--- config.mk ---
export PLATFORM = sky130hd
export DESIGN_NAME = ahb_slave_if_flat
export DESIGN_NICKNAME = d
export VERILOG_FILES = /design/src/rtl/ahb_slave_if_if.sv /design/src/rtl/ahb_slave_if.sv /design/src/flat_wrapper.sv
export SDC_FILE = /design/constraint.sdc
export NUM_CORES = 1
export LEC_CHECK = 0
export CAP_MARGIN = 20
export CORE_ASPECT_RATIO = 1.4
export CORE_MARGIN = 3
export CORE_UTILIZATION = 43
export CTS_BUF_LIST = sky130_fd_sc_hd__clkbuf_8
export DETAILED_ROUTE_END_ITERATION = 7
export GPL_TIMING_DRIVEN = 0
export PLACE_DENSITY = 0.83
export SLEW_MARGIN = 20
export SYNTH_ARGS = -nofsm -noshare
export SYNTH_HDL_FRONTEND = slang
export SYNTH_SLANG_ARGS = --single-unit
--- constraint.sdc ---
create_clock -name HCLK -period 1.48 [get_ports HCLK]
set_input_delay 0.222 -clock HCLK [delete_from_list [all_inputs] [get_ports HCLK]]
set_output_delay 0.222 -clock HCLK [all_outputs]
set_load 0.02 [all_outputs]
--- src/rtl/ahb_slave_if_if.sv ---
// Bus bundle between the AHB master side and the bridge front end.
// The master modport also carries PRDATA, which the APB side drives.
interface ahb_slave_if_if;
   logic [31:0] HADDR;
   logic [31:0] HWDATA;
   logic [1:0]  HTRANS;
   logic        HWRITE;
   logic [2:0]  HSIZE;
   logic        HREADYin;
   logic [31:0] PRDATA;

   logic [31:0] HADDR_1;
   logic [31:0] HADDR_2;
   logic [31:0] HADDR_3;
   logic [31:0] HWDATA_1;
   logic [31:0] HWDATA_2;
   logic [31:0] HWDATA_3;
   logic        HWRITEreg;
   logic [2:0]  HSIZEreg;
   logic        valid;
   logic [2:0]  TEMP_SEL;
   logic [1:0]  HRESP;
   logic        ERR_READY;
   logic [31:0] HRDATA;

   modport master (
      output HADDR, HWDATA, HTRANS, HWRITE, HSIZE, HREADYin, PRDATA,
      input  HADDR_1, HADDR_2, HADDR_3, HWDATA_1, HWDATA_2, HWDATA_3,
             HWRITEreg, HSIZEreg, valid, TEMP_SEL, HRESP, ERR_READY, HRDATA
   );

   modport slave (
      input  HADDR, HWDATA, HTRANS, HWRITE, HSIZE, HREADYin, PRDATA,
      output HADDR_1, HADDR_2, HADDR_3, HWDATA_1, HWDATA_2, HWDATA_3,
             HWRITEreg, HSIZEreg, valid, TEMP_SEL, HRESP, ERR_READY, HRDATA
   );
endinterface

--- src/rtl/ahb_slave_if.sv ---
// AHB front end of the AHB-to-APB bridge: 3-deep address/data history,
// transfer qualification, APB slave decode and two-cycle ERROR response.
//
// state   | meaning
// E_IDLE  | normal operation, HRESP=OKAY, ERR_READY=1
// E_RESP1 | first ERROR cycle, HRESP=ERROR, ERR_READY=0 (stalls the master)
// E_RESP2 | second ERROR cycle, HRESP=ERROR, ERR_READY=1; new transfers ignored
module ahb_slave_if #(
   parameter logic [31:0] SLV0_BASE   = 32'h8000_0000,
   parameter logic [31:0] SLV1_BASE   = 32'h8400_0000,
   parameter logic [31:0] SLV2_BASE   = 32'h8800_0000,
   parameter logic [31:0] REGION_SIZE = 32'h0400_0000
) (
   input logic         HCLK,
   input logic         HRESET,
   ahb_slave_if_if.slave bus
);

   typedef enum logic [1:0] {
      E_IDLE  = 2'b00,
      E_RESP1 = 2'b01,
      E_RESP2 = 2'b10
   } err_state_e;

   localparam logic [1:0] HRESP_OKAY  = 2'b00;
   localparam logic [1:0] HRESP_ERROR = 2'b01;

   // 33-bit limit so a region ending at the top of the map cannot wrap to zero.
   function automatic logic in_region(input logic [31:0] addr, input logic [31:0] base);
      logic [32:0] limit;
      limit = {1'b0, base} + {1'b0, REGION_SIZE};
      return ({1'b0, addr} >= {1'b0, base}) && ({1'b0, addr} < limit);
   endfunction

   function automatic logic [2:0] decode_sel(input logic [31:0] addr);
      logic [2:0] sel;
      sel = 3'b000;
      if (in_region(addr, SLV0_BASE)) sel[0] = 1'b1;
      if (in_region(addr, SLV1_BASE)) sel[1] = 1'b1;
      if (in_region(addr, SLV2_BASE)) sel[2] = 1'b1;
      return sel;
   endfunction

   logic [2:0][31:0] haddr_q,  haddr_d;
   logic [2:0][31:0] hwdata_q, hwdata_d;
   logic             hwrite_q, hwrite_d;
   logic [2:0]       hsize_q,  hsize_d;

   err_state_e err_state_q;
   logic [1:0] hresp_q;
   logic       err_ready_q;

   logic active;
   logic hit;

   assign active = bus.HTRANS[1];
   assign hit    = |decode_sel(bus.HADDR);

   always_comb begin
      haddr_d  = haddr_q;
      hwdata_d = hwdata_q;
      hwrite_d = hwrite_q;
      hsize_d  = hsize_q;
      if (bus.HREADYin) begin
         haddr_d  = {haddr_q[1],  haddr_q[0],  bus.HADDR};
         hwdata_d = {hwdata_q[1], hwdata_q[0], bus.HWDATA};
         hwrite_d = bus.HWRITE;
         hsize_d  = bus.HSIZE;
      end
   end

   always_ff @(posedge HCLK) begin
      if (HRESET) begin
         haddr_q  <= '0;
         hwdata_q <= '0;
         hwrite_q <= 1'b0;
         hsize_q  <= 3'b000;
      end else begin
         haddr_q  <= haddr_d;
         hwdata_q <= hwdata_d;
         hwrite_q <= hwrite_d;
         hsize_q  <= hsize_d;
      end
   end

   always_ff @(posedge HCLK) begin
      if (HRESET) begin
         err_state_q <= E_IDLE;
         hresp_q     <= HRESP_OKAY;
         err_ready_q <= 1'b1;
      end else begin
         case (err_state_q)
            E_IDLE: begin
               if (bus.HREADYin && active && !hit) begin
                  err_state_q <= E_RESP1;
                  hresp_q     <= HRESP_ERROR;
                  err_ready_q <= 1'b0;
               end
            end
            E_RESP1: begin
               err_state_q <= E_RESP2;
               hresp_q     <= HRESP_ERROR;
               err_ready_q <= 1'b1;
            end
            E_RESP2: begin
               err_state_q <= E_IDLE;
               hresp_q     <= HRESP_OKAY;
               err_ready_q <= 1'b1;
            end
            default: begin
               err_state_q <= E_IDLE;
               hresp_q     <= HRESP_OKAY;
               err_ready_q <= 1'b1;
            end
         endcase
      end
   end

   assign bus.HADDR_1   = haddr_q[0];
   assign bus.HADDR_2   = haddr_q[1];
   assign bus.HADDR_3   = haddr_q[2];
   assign bus.HWDATA_1  = hwdata_q[0];
   assign bus.HWDATA_2  = hwdata_q[1];
   assign bus.HWDATA_3  = hwdata_q[2];
   assign bus.HWRITEreg = hwrite_q;
   assign bus.HSIZEreg  = hsize_q;
   assign bus.valid     = bus.HREADYin && active && hit && (err_state_q == E_IDLE);
   assign bus.TEMP_SEL  = decode_sel(haddr_q[0]);
   assign bus.HRESP     = hresp_q;
   assign bus.ERR_READY = err_ready_q;
   assign bus.HRDATA    = bus.PRDATA;

endmodule

--- src/flat_wrapper.sv ---
// flat-port wrapper written by rule: the top's interface ports become plain ports
module ahb_slave_if_flat 
#(
   parameter logic [31:0] SLV0_BASE   = 32'h8000_0000,
   parameter logic [31:0] SLV1_BASE   = 32'h8400_0000,
   parameter logic [31:0] SLV2_BASE   = 32'h8800_0000,
   parameter logic [31:0] REGION_SIZE = 32'h0400_0000
)
  (HCLK, HRESET, bus_HADDR, bus_HWDATA, bus_HTRANS, bus_HWRITE, bus_HSIZE, bus_HREADYin, bus_PRDATA, bus_HADDR_1, bus_HADDR_2, bus_HADDR_3, bus_HWDATA_1, bus_HWDATA_2, bus_HWDATA_3, bus_HWRITEreg, bus_HSIZEreg, bus_valid, bus_TEMP_SEL, bus_HRESP, bus_ERR_READY, bus_HRDATA);
  ahb_slave_if_if bus_i ();
  input logic HCLK;
  input logic HRESET;
  input wire logic [$bits(bus_i.HADDR)-1:0] bus_HADDR;
  input wire logic [$bits(bus_i.HWDATA)-1:0] bus_HWDATA;
  input wire logic [$bits(bus_i.HTRANS)-1:0] bus_HTRANS;
  input wire logic [$bits(bus_i.HWRITE)-1:0] bus_HWRITE;
  input wire logic [$bits(bus_i.HSIZE)-1:0] bus_HSIZE;
  input wire logic [$bits(bus_i.HREADYin)-1:0] bus_HREADYin;
  input wire logic [$bits(bus_i.PRDATA)-1:0] bus_PRDATA;
  output wire logic [$bits(bus_i.HADDR_1)-1:0] bus_HADDR_1;
  output wire logic [$bits(bus_i.HADDR_2)-1:0] bus_HADDR_2;
  output wire logic [$bits(bus_i.HADDR_3)-1:0] bus_HADDR_3;
  output wire logic [$bits(bus_i.HWDATA_1)-1:0] bus_HWDATA_1;
  output wire logic [$bits(bus_i.HWDATA_2)-1:0] bus_HWDATA_2;
  output wire logic [$bits(bus_i.HWDATA_3)-1:0] bus_HWDATA_3;
  output wire logic [$bits(bus_i.HWRITEreg)-1:0] bus_HWRITEreg;
  output wire logic [$bits(bus_i.HSIZEreg)-1:0] bus_HSIZEreg;
  output wire logic [$bits(bus_i.valid)-1:0] bus_valid;
  output wire logic [$bits(bus_i.TEMP_SEL)-1:0] bus_TEMP_SEL;
  output wire logic [$bits(bus_i.HRESP)-1:0] bus_HRESP;
  output wire logic [$bits(bus_i.ERR_READY)-1:0] bus_ERR_READY;
  output wire logic [$bits(bus_i.HRDATA)-1:0] bus_HRDATA;
  assign bus_i.HADDR = bus_HADDR;
  assign bus_i.HWDATA = bus_HWDATA;
  assign bus_i.HTRANS = bus_HTRANS;
  assign bus_i.HWRITE = bus_HWRITE;
  assign bus_i.HSIZE = bus_HSIZE;
  assign bus_i.HREADYin = bus_HREADYin;
  assign bus_i.PRDATA = bus_PRDATA;
  assign bus_HADDR_1 = bus_i.HADDR_1;
  assign bus_HADDR_2 = bus_i.HADDR_2;
  assign bus_HADDR_3 = bus_i.HADDR_3;
  assign bus_HWDATA_1 = bus_i.HWDATA_1;
  assign bus_HWDATA_2 = bus_i.HWDATA_2;
  assign bus_HWDATA_3 = bus_i.HWDATA_3;
  assign bus_HWRITEreg = bus_i.HWRITEreg;
  assign bus_HSIZEreg = bus_i.HSIZEreg;
  assign bus_valid = bus_i.valid;
  assign bus_TEMP_SEL = bus_i.TEMP_SEL;
  assign bus_HRESP = bus_i.HRESP;
  assign bus_ERR_READY = bus_i.ERR_READY;
  assign bus_HRDATA = bus_i.HRDATA;
  ahb_slave_if #(.SLV0_BASE(SLV0_BASE), .SLV1_BASE(SLV1_BASE), .SLV2_BASE(SLV2_BASE), .REGION_SIZE(REGION_SIZE)) u_core (.HCLK(HCLK), .HRESET(HRESET), .bus(bus_i));
endmodule
cell_classes.png
The bar under the picture is 20 µm long.
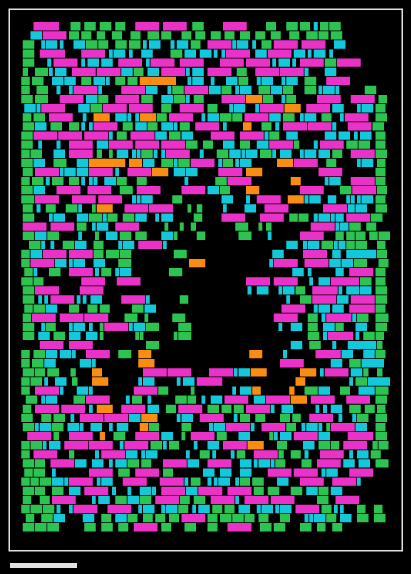
[all other logic] cyan | cells: 412
[clock drivers and dummy loads] orange | cells: 32
[flip-flops] magenta | cells: 200
[other buffers and delay cells] green | cells: 384

metal_stack.png
Two of the layers only.
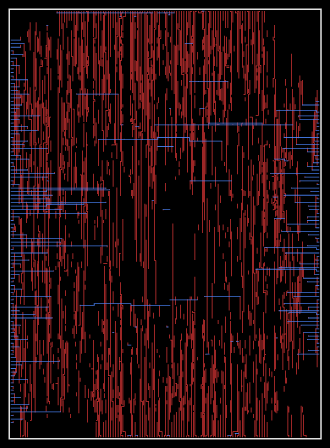
[met3] blue | wire length: 1420 µm
[met2] red | wire length: 12000 µm

==> datasheet_impl.txt <==
Physical implementation characteristics

Parameter                              Value

Global routing
  Global Route met3 Usage    6.03%
  Wire length of the first global-routing pass    34.9 mm
  Overall overflow remaining after global route    0
  Global routing met1 resource utilization    27.8%

Clock tree
  CTS tree    built
  Longest Clk Path Bufs    2
  Post-CTS repair timing setup buffer count    2

Pwr
  Clock network power    0.00360 W
  LEAKAGE    5.47 nW
  Cell Int Power    0.00799 W
  Pwr top    registers

Critical path
  FF-to-FF setup slack    0.26 ns
  CP Max Fanout    3
  Count of buffer and inverter cells on the critical path    1
  Top cell family by delay on the critical path    simple AND/OR/NAND/NOR gates
  Kind of critical path    reg2out
  Crit path required time    1.26 ns
  Capturing instance or port of the critical path    bus_TEMP_SEL[2]
  Number of gates on the worst path with buffers counted    3

Drt
  Met1 WL    9.00 mm
  Remaining DRCs    0

Finish
  Most used cells in the layout excluding fill and tap cells    sky130_fd_sc_hd__nor2_1, sky130_fd_sc_hd__mux2i_1, sky130_fd_sc_hd__dfxtp_1
  Layout fillers    1449
  Most frequent logic cell in the layout    sky130_fd_sc_hd__nor2_1
  Combinational share of cell area    26.4%
  Comb. cell area    2890 µm²
  Non-Filler Cell Area, Final    11000 µm²

Outcome
  Violations in the final reports    setup timing
  Run status    finished with violations

Die
  Effective utilization at floorplan    44.0%
  Core footprint    16800 µm²

Timing
  Final setup margin    -0.461 ns
  Setup violators final    5
  Worst clock skew    0.0107 ns

Synthesis
  Main logic family    multiplexers
  Share of synthesized cell area in and, or, nand and nor gates    11.2%
wire_density.png
23 x 32 tiles, from dark purple (low) to yellow (high), scaled to the fullest tile. Values are wire area over tile area, all layers added.
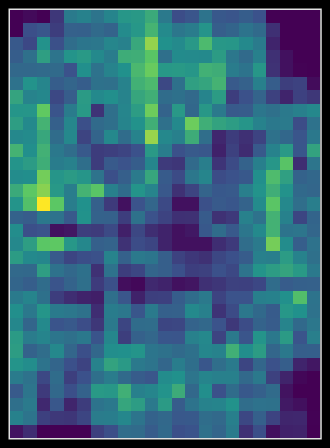
densest ninth of the die: north
fullest tile: 0.57
emptiest ninth of the die: centre
tiles over half the peak: 18%
mean over tiles: 0.20
nearly empty tiles: 3.8%
vias post-DR: 6003
Total Routing Usage GR: 24.4%

No activity file was given, so power comes from the tool's default toggle rates.
